**src/rtl/seg_scan_ctrl.sv**
```systemverilog
// seg_scan_ctrl: time-multiplexed scan controller for NUM_DIGITS common-anode
// seven-segment digits that share one decoder.
//
// Each digit slot lasts CYCLES_PER_DIGIT clocks. The first BLANK_CYCLES clocks
// of every slot keep all anodes off so the shared decoder can settle without
// ghosting. Digit values are captured into a staging copy on 'load' and are
// only committed to the displayed copy at a frame boundary, which is the end
// of the last digit's slot.
//
// Ports:
//   clk          system clock
//   reset        asynchronous, active-high reset
//   load         single-cycle strobe: capture digits_in into staging
//   digits_in    nibble i at [4i+3:4i]; digit 0 is scanned first
//   s            nibble driving the shared seven_seg decoder
//   an           active-low digit enables, at most one low
//   pending      staging holds data not yet shown
//   frame_start  one-cycle pulse after each frame boundary edge
//
// All outputs are registered; there is no input-to-output combinational path.

module seg_scan_ctrl #(
    parameter int unsigned NUM_DIGITS       = 2,
    parameter int unsigned CYCLES_PER_DIGIT = 24000,
    parameter int unsigned BLANK_CYCLES     = 200
) (
    input  logic                    clk,
    input  logic                    reset,
    input  logic                    load,
    input  logic [4*NUM_DIGITS-1:0] digits_in,
    output logic [3:0]              s,
    output logic [NUM_DIGITS-1:0]   an,
    output logic                    pending,
    output logic                    frame_start
);

    localparam int unsigned CntW = $clog2(CYCLES_PER_DIGIT);
    localparam int unsigned IdxW = $clog2(NUM_DIGITS);

    logic [CntW-1:0]         cnt_q, cnt_d;
    logic [IdxW-1:0]         idx_q, idx_d;
    logic [4*NUM_DIGITS-1:0] active_q, active_d;
    logic [4*NUM_DIGITS-1:0] staging_q, staging_d;
    logic                    pending_d;
    logic [3:0]              s_d;
    logic [NUM_DIGITS-1:0]   an_d;
    logic                    frame_start_d;

    logic slot_end;
    logic boundary;

    assign slot_end = (cnt_q == CntW'(CYCLES_PER_DIGIT - 1));
    assign boundary = slot_end && (idx_q == IdxW'(NUM_DIGITS - 1));

    always_comb begin
        cnt_d = slot_end ? '0 : cnt_q + 1'b1;

        // Explicit wrap keeps non-power-of-two digit counts in range.
        idx_d = idx_q;
        if (slot_end) begin
            idx_d = boundary ? '0 : idx_q + 1'b1;
        end

        // Commit uses the pre-edge staging; a coincident load lands in
        // staging and stays pending for the next frame.
        active_d  = (boundary && pending) ? staging_q : active_q;
        staging_d = load ? digits_in : staging_q;
        pending_d = load | (pending & ~boundary);

        // Enables are decoded from the next count so 'an' is a pure flop.
        an_d = '1;
        if (cnt_d >= CntW'(BLANK_CYCLES)) begin
            an_d[idx_d] = 1'b0;
        end

        // 's' only moves at slot ends, i.e. while every digit is blanked.
        // At a committing boundary active_d already holds the new staging.
        s_d = s;
        if (slot_end) begin
            s_d = active_d[idx_d*4 +: 4];
        end

        frame_start_d = boundary;
    end

    always_ff @(posedge clk or posedge reset) begin
        if (reset) begin
            cnt_q       <= '0;
            idx_q       <= '0;
            active_q    <= '0;
            staging_q   <= '0;
            pending     <= 1'b0;
            s           <= 4'h0;
            an          <= '1;
            frame_start <= 1'b0;
        end else begin
            cnt_q       <= cnt_d;
            idx_q       <= idx_d;
            active_q    <= active_d;
            staging_q   <= staging_d;
            pending     <= pending_d;
            s           <= s_d;
            an          <= an_d;
            frame_start <= frame_start_d;
        end
    end

endmodule

```
**config.mk**
```make
export PLATFORM = sky130hd
export DESIGN_NAME = seg_scan_ctrl
export DESIGN_NICKNAME = d
export VERILOG_FILES = /design/src/rtl/seg_scan_ctrl.sv
export SDC_FILE = /design/constraint.sdc
export NUM_CORES = 1
export LEC_CHECK = 0
export ABC_AREA = 1
export CAP_MARGIN = 0
export CORE_MARGIN = 5
export CORE_UTILIZATION = 60
export CTS_CLUSTER_SIZE = 25
export DETAILED_ROUTE_END_ITERATION = 10
export PLACE_DENSITY = 0.95
export RECOVER_POWER = 100
export SLEW_MARGIN = 10
export SYNTH_ARGS = -nofsm -noshare
export SYNTH_HDL_FRONTEND = slang
export SYNTH_SLANG_ARGS = --single-unit
export TNS_END_PERCENT = 1
```
**constraint.sdc**
```tcl
create_clock -name clk -period 4.6 [get_ports clk]
set_input_delay 1.15 -clock clk [delete_from_list [all_inputs] [get_ports clk]]
set_output_delay 1.15 -clock clk [all_outputs]
set_load 0.02 [all_outputs]
```
==> results.yml, run 1 <==
# yosys + openroad results
timing:
  part_of_the_cycle_the_worst_path_needs: 0.582
  final-hold-violation-count: 0
  fin_worst_skew_ns: 0.00913
  tightest_slew_ns: 0.977
  finalSetupViolCount: 0
  finalCriticalPeriod_ns: 2.68
  setup_total_negative_slack_ns: 0
  unrepaired_setup_endpoints_after_global_routing: "false"
cts:
  clk_pin_slew_ns: 0.11
  clock_sink_count: 40
  cts_buffers: 5
  cts_root_buf: "sky130_fd_sc_hd__clkbuf_4"
  clock_tree.buffer_depth: 2
  cts_max_level: 2
  clock_insertion_delay_worst_skew_ns: 0.33
placed_design:
  port_buffers: 18
  place.detailed.instances: 287
  dpl.hpwl_mm: 2.61
setup_path:
  worstRegToRegCells: 10
  critPathSlowestCell: "sky130_fd_sc_hd__dlygate4sd3_1"
  critical_path_arrival_ns: 1.53
  worstReg2RegStart: "cnt_q[0]$_DFF_PP0_"
  worst-setup-path-type: "register to primary output"
  critical_path.startpoint_type: "register"
  reg2reg_setup_slack_ns: 2.03
  cp_cell_sequence: "dlygate4sd3_1"
  path_max_fanout: 1
pwr:
  power.total_w: 0.000599
  static-leakage-power_nw: 1.13
  powerDensity_nw_per_um2: 278
die:
  coreArea_um2: 3050
  rows: 20
  boundaryPins: 19
  initial_core_util: 0.626
  fp.dieH_um: 66.4
logic_synthesis:
  ys_chip_area_um2: 1910
  synth_async_sr_flop_share: 1.00
  synthCells: 227
  post_synth_instance_area_um2: 1910
  synth_flops: 40
  synthTopCellsByArea: "sky130_fd_sc_hd__dfrtp_1 50%, sky130_fd_sc_hd__nand2_1 12%, sky130_fd_sc_hd__inv_1 7.3%"
  synth_top_area_share: 0.498
  floorplan.nets: 240
  ys_cells: 227
  yosysWarningCount: 0
route:
  avgRoutedWirePerCell_um: 11.2
  wl_mm: 3.31
  drtPass1Iterations: 4
  violation_count_after_the_first_detailed_route_iteration: 121
cells_and_area:
  final_layout_size_suffix_gt1_frac: 0.0598
  areaGrowthSynthToFinish_pct: 12.9
  ff_latch_area_um2: 1000
  final_layout_net_count: 263
  comb_area_um2: 696
outcome:
  status: "finished clean"
flow_run:
  tool_warnings: 26
  cap_violations: 0
global_routing:
  globalRoute.totalOverflow: 0
  grt_start_max_net_pins: 29
  first_global_vias: 1464
  grt_first_pass_wirelength_mm: 6.12
-- run 1: flip-flops by register name (all words and copies together), names as in the netlist --
| name | cells |
|---|---|
| an | 2 |
| s | 4 |
| staging_q | 8 |
| active_q | 8 |
| pending | 1 |
| frame_start | 1 |
| cnt_q | 15 |
| idx_q | 1 |
-- run 1: per-layer routing --
metal | global-route usage | wire (um) | up-vias
met5 | 0 | 0 | -
met4 | 0.0736 | 69 | 0
met3 | 0.0476 | 156 | 10
met2 | 0.314 | 1630 | 39
met1 | 0.221 | 1450 | 661
li1 | - | - | 759
-- run 1: cell type report --
type | instances | area share
Multi-Input combinational cell | 146 | 0.323
Inverter | 38 | 0.0661
Tap cell | 44 | 0.0255
Timing Repair Buffer | 19 | 0.0853
Clock inverter | 2 | 0.0162
Sequential cell | 40 | 0.465
Clock buffer | 6 | 0.0191
-- run 1: worst max path at each step --
| stage | start | to | slack (ns) | depth (start not counted) |
|---|---|---|---|---|
| floorplan | reset | active_q[0]$_DFF_PP0_ | 2.54 | 1 |
| global placement | reset | cnt_q[10]$_DFF_PP0_ | 2.15 | 3 |
| finish | an[1]$_DFF_PP1_ | an[1] | 1.92 | 1 |
| global route | cnt_q[0]$_DFF_PP0_ | s[2]$_DFFE_PP0N_ | 1.68 | 10 |
| CTS | an[1]$_DFF_PP1_ | an[1] | 1.98 | 1 |
| detailed placement | reset | cnt_q[14]$_DFF_PP0_ | 2.12 | 3 |
-- run 1: layout by cell type (no fill, tap or decap), drive strengths merged --
master         instances
nand2                 64
dfrtp                 38
inv                   38
nor2                  25
o21ai                 21
nand3                 17
dlygate4sd3           10
clkdlybuf4s50          8
clkbuf                 7
nand4                  6
mux2i                  4
nor3                   2
xor2                   2
o21bai                 2
ha                     2
dfstp                  2
a31oi                  1
bufinv                 1
clkinv                 1
-- run 1: cells by family after synthesis --
group | share of synthesized area
mux | 0.0210
xor+xnor | 0.00917
fa+ha+maj | 0.0131
flops | 0.525
simple gates | 0.280
compound gates | 0.0661
buf+inv | 0.0851
-- run 1: power by group --
group	total (W)	leakage (nW)	switching [W]	internal, W
Sequential	0.000359	0.518	0.00000139	0.000358
Clock	0.000216	0.0422	0.000102	0.000114
Combinational	0.0000240	0.574	0.0000138	0.0000102
-- run 1: per-stage QoR --
step                      worst slack [ns]  hold WS (ns)  cell area [um2]
after floorplan                       2.54         0.428             1910
after global placement                2.15         0.446             2130
after detailed placement              2.12         0.453             2130
after CTS                             1.98         0.467             2210
after global routing                  1.68         0.498             2160
final                                 1.92         0.462             2160
### Where the registers sit, run 1

(6 px per um) Other sequential cells in the stronger grey, the rest of the logic in the fainter grey.
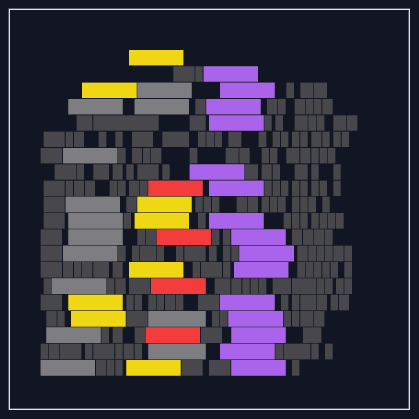
legend:
  yellow:
    netlist_name: active_q
    placed_flops: 8
  purple:
    netlist_name: cnt_q
    placed_flops: 15
  red:
    netlist_name: s
    placed_flops: 4
Finished Core Util: 0.707
sequential cell area share: 0.465

### Cells by drive strength, run 1

(6 px per um)
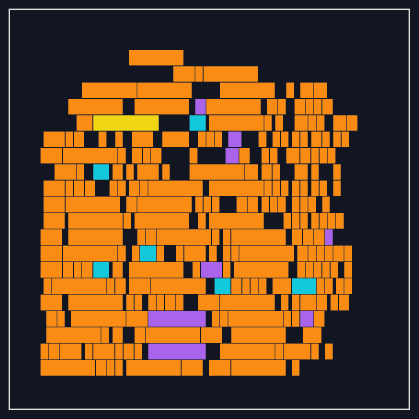
legend:
  purple:
    size: x2
    cells: 8
    share: 3.2%
  cyan:
    size: x3 and x4
    cells: 6
    share: 2.4%
    most_used: clkbuf_4
  yellow:
    size: x6 and larger
    cells: 1
    share: 0.40%
    most_used: bufinv_16
  orange:
    size: x1 and smaller
    cells: 236
    share: 94%
    most_used: nand2_1
post-route cell area: 2160 um2
nonclk buf count: 19
worst-case setup margin in the final layout: 1.92 ns

### Metal 3, run 1

(4 px per um) Cells faint in the background.
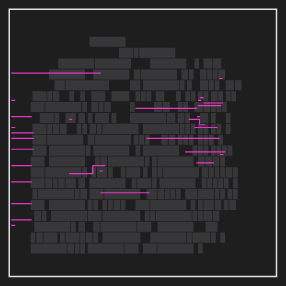
main direction: horizontal
nets with wire on the layer: 23
wire length on this layer: 157 um
longest straight run: 22.1 um

## Run 2: what changed since run 1
CORE_UTILIZATION = 50   (was 60)
PLACE_DENSITY = 0.86   (was 0.95)
clock period = 2.2 ns   (was 4.6 ns; I/O delays follow)
==> results.yml, run 2 <==
# yosys + openroad results
logic_synthesis:
  ys_chip_area_um2: 1910
  synth_top_area_share: 0.498
  synthTopCellsByArea: "sky130_fd_sc_hd__dfrtp_1 50%, sky130_fd_sc_hd__nand2_1 12%, sky130_fd_sc_hd__inv_1 7.3%"
  post_synth_instance_area_um2: 1910
  floorplan.nets: 240
  synth_flops: 40
  synth_async_sr_flop_share: 1.00
  synthCells: 227
  ys_cells: 227
  yosysWarningCount: 0
cells_and_area:
  max_ffs_per_register: 15
  layout.cells.most_common_list: "61 x sky130_fd_sc_hd__nand2_1, 38 x sky130_fd_sc_hd__dfrtp_1, 37 x sky130_fd_sc_hd__inv_1"
  regMostFlops: "cnt_q"
  areaGrowthSynthToFinish_pct: 17.0
  reg.largest.list: "cnt_q (15), active_q (8), staging_q (8)"
  final_layout_net_count: 265
setup_path:
  cp_cell_sequence: "dlygate4sd3_1"
  critical_path_arrival_ns: 1.48
  critical_path.startpoint_type: "register"
  worst-setup-path-type: "register to primary output"
  path_max_fanout: 1
  reg2reg_setup_slack_ns: 0.18
placed_design:
  pre_cts_slack_ns: -0.0550
  dpl.hpwl_mm: 2.61
  port_buffers: 18
pwr:
  static-leakage-power_nw: 1.16
  powerDensity_nw_per_um2: 639
timing:
  finalSetupViolCount: 0
  final-hold-violation-count: 0
  fin_worst_skew_ns: 0.00626
  unrepaired_setup_endpoints_after_global_routing: "false"
  part_of_the_cycle_the_worst_path_needs: 0.923
  postLayoutSetupSlackWorst_ns: 0.170
  tightest_slew_ns: 0.960
cts:
  clock_tree.buffer_depth: 2
  cts_buffers: 5
  cts_root_buf: "sky130_fd_sc_hd__clkbuf_8"
  clock_insertion_delay_worst_skew_ns: 0.30
  clock_sink_count: 40
route:
  drtPass1Iterations: 4
  violation_count_after_the_first_detailed_route_iteration: 58
  avgRoutedWirePerCell_um: 11.9
global_routing:
  grt_start_max_net_pins: 41
  grt_first_pass_wirelength_mm: 6.25
outcome:
  status: "finished clean"
die:
  fp.dieH_um: 71.8
  initial_core_util: 0.518
flow_run:
  tool_warnings: 26
  cap_violations: 0
run 2: cell counts after synthesis:
No cell type changed its count.
run 2: layout make-up:
cell class | count | area, um2 | share of cell area
clock inverter | 3 | 46.3 | 0.0207
timing repair buffer | 21 | 196 | 0.0879
sequential | 40 | 1000 | 0.449
clock buffer | 5 | 68.8 | 0.0308
inverter | 38 | 143 | 0.0638
multi-input combinational | 146 | 718 | 0.321
tap | 48 | 60.1 | 0.0269
run 2: stage by stage:
step / TNS, ns / hold WS [ns] / std cells / total power (W) / instance area [um2]
finish: 0 / 0.454 / 301 / 0.00143 / 2240
global route: 0 / 0.467 / 301 / 0.00148 / 2240
CTS: 0 / 0.456 / 301 / 0.00144 / 2270
detailed placement: -0.0550 / 0.444 / 293 / 0.000819 / 2150
global placement: 0 / 0.439 / 293 / 0.000816 / 2150
floorplan: 0 / 0.428 / 227 / 0.000791 / 1910
run 2: power breakdown:
group | total, W | switching (W) | leakage [nW] | internal (W)
clock network | 0.000627 | 0.000286 | 0.0548 | 0.000342
logic | 0.0000507 | 0.0000292 | 0.584 | 0.0000215
registers | 0.000751 | 0.00000329 | 0.518 | 0.000748
total | 0.00143 | 0.000318 | 1.16 | 0.00111
run 2: what timing repair did:
action / in CTS / in global routing
setup endpoints to repair: 1 / 4
cloned: 0 / 0
resized: 3 / 3
run 2: cell families after synthesis:
group,Yosys count,synth area share
xor+xnor,2,0.00917
compound gates,24,0.0661
buf+inv,41,0.0851
flops,40,0.525
simple gates,114,0.280
mux,4,0.0210
fa+ha+maj,2,0.0131
run 2: per-layer routing:
layer	wire length (um)	vias up	global-route usage	part of all wire
li1	-	755	-	-
met1	1640	698	0.198	0.46
met2	1710	28	0.256	0.48
met3	144	7	0.0337	0.040
met4	74	0	0.0752	0.021
met5	0	-	0	0
run 2: worst paths after layout:
| kind | from | end | cells after the start |
|---|---|---|---|
| setup / recovery | an[0]$_DFF_PP1_ | an[0] | 1 |
| hold / removal | cnt_q[0]$_DFF_PP0_ | cnt_q[0]$_DFF_PP0_ | 1 |
| setup reg to reg | cnt_q[0]$_DFF_PP0_ | s[0]$_DFFE_PP0N_ | 11 |
| hold reg to reg | cnt_q[0]$_DFF_PP0_ | cnt_q[0]$_DFF_PP0_ | 1 |
| max in group asynchronous | reset | staging_q[7]$_DFFE_PP0P_ | 3 |
| min in group asynchronous | reset | active_q[6]$_DFF_PP0_ | 3 |
### Cell classes on the final placement, run 2

(6 px per um)
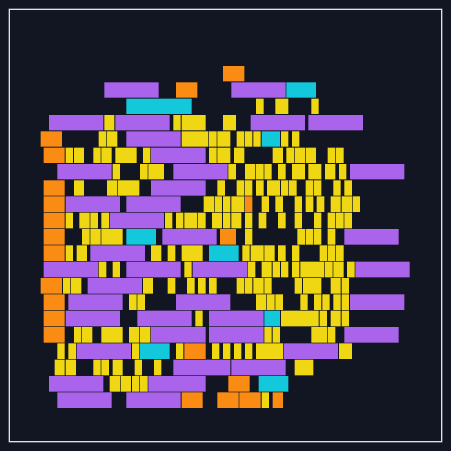
legend:
  purple:
    class: registers
    cells: 40
  orange:
    class: remaining buffers and delay cells
    cells: 21
  yellow:
    class: remaining logic cells
    cells: 184
  cyan:
    class: clock drivers and dummy loads
    cells: 8
floorplan core area: 3690 um2
sequential cell area share: 0.449
standard-cell row count: 22
Finished Core Util: 0.606
post-route cell area: 2240 um2

Power figures rest on the tool's default switching activity, not on a simulated workload.
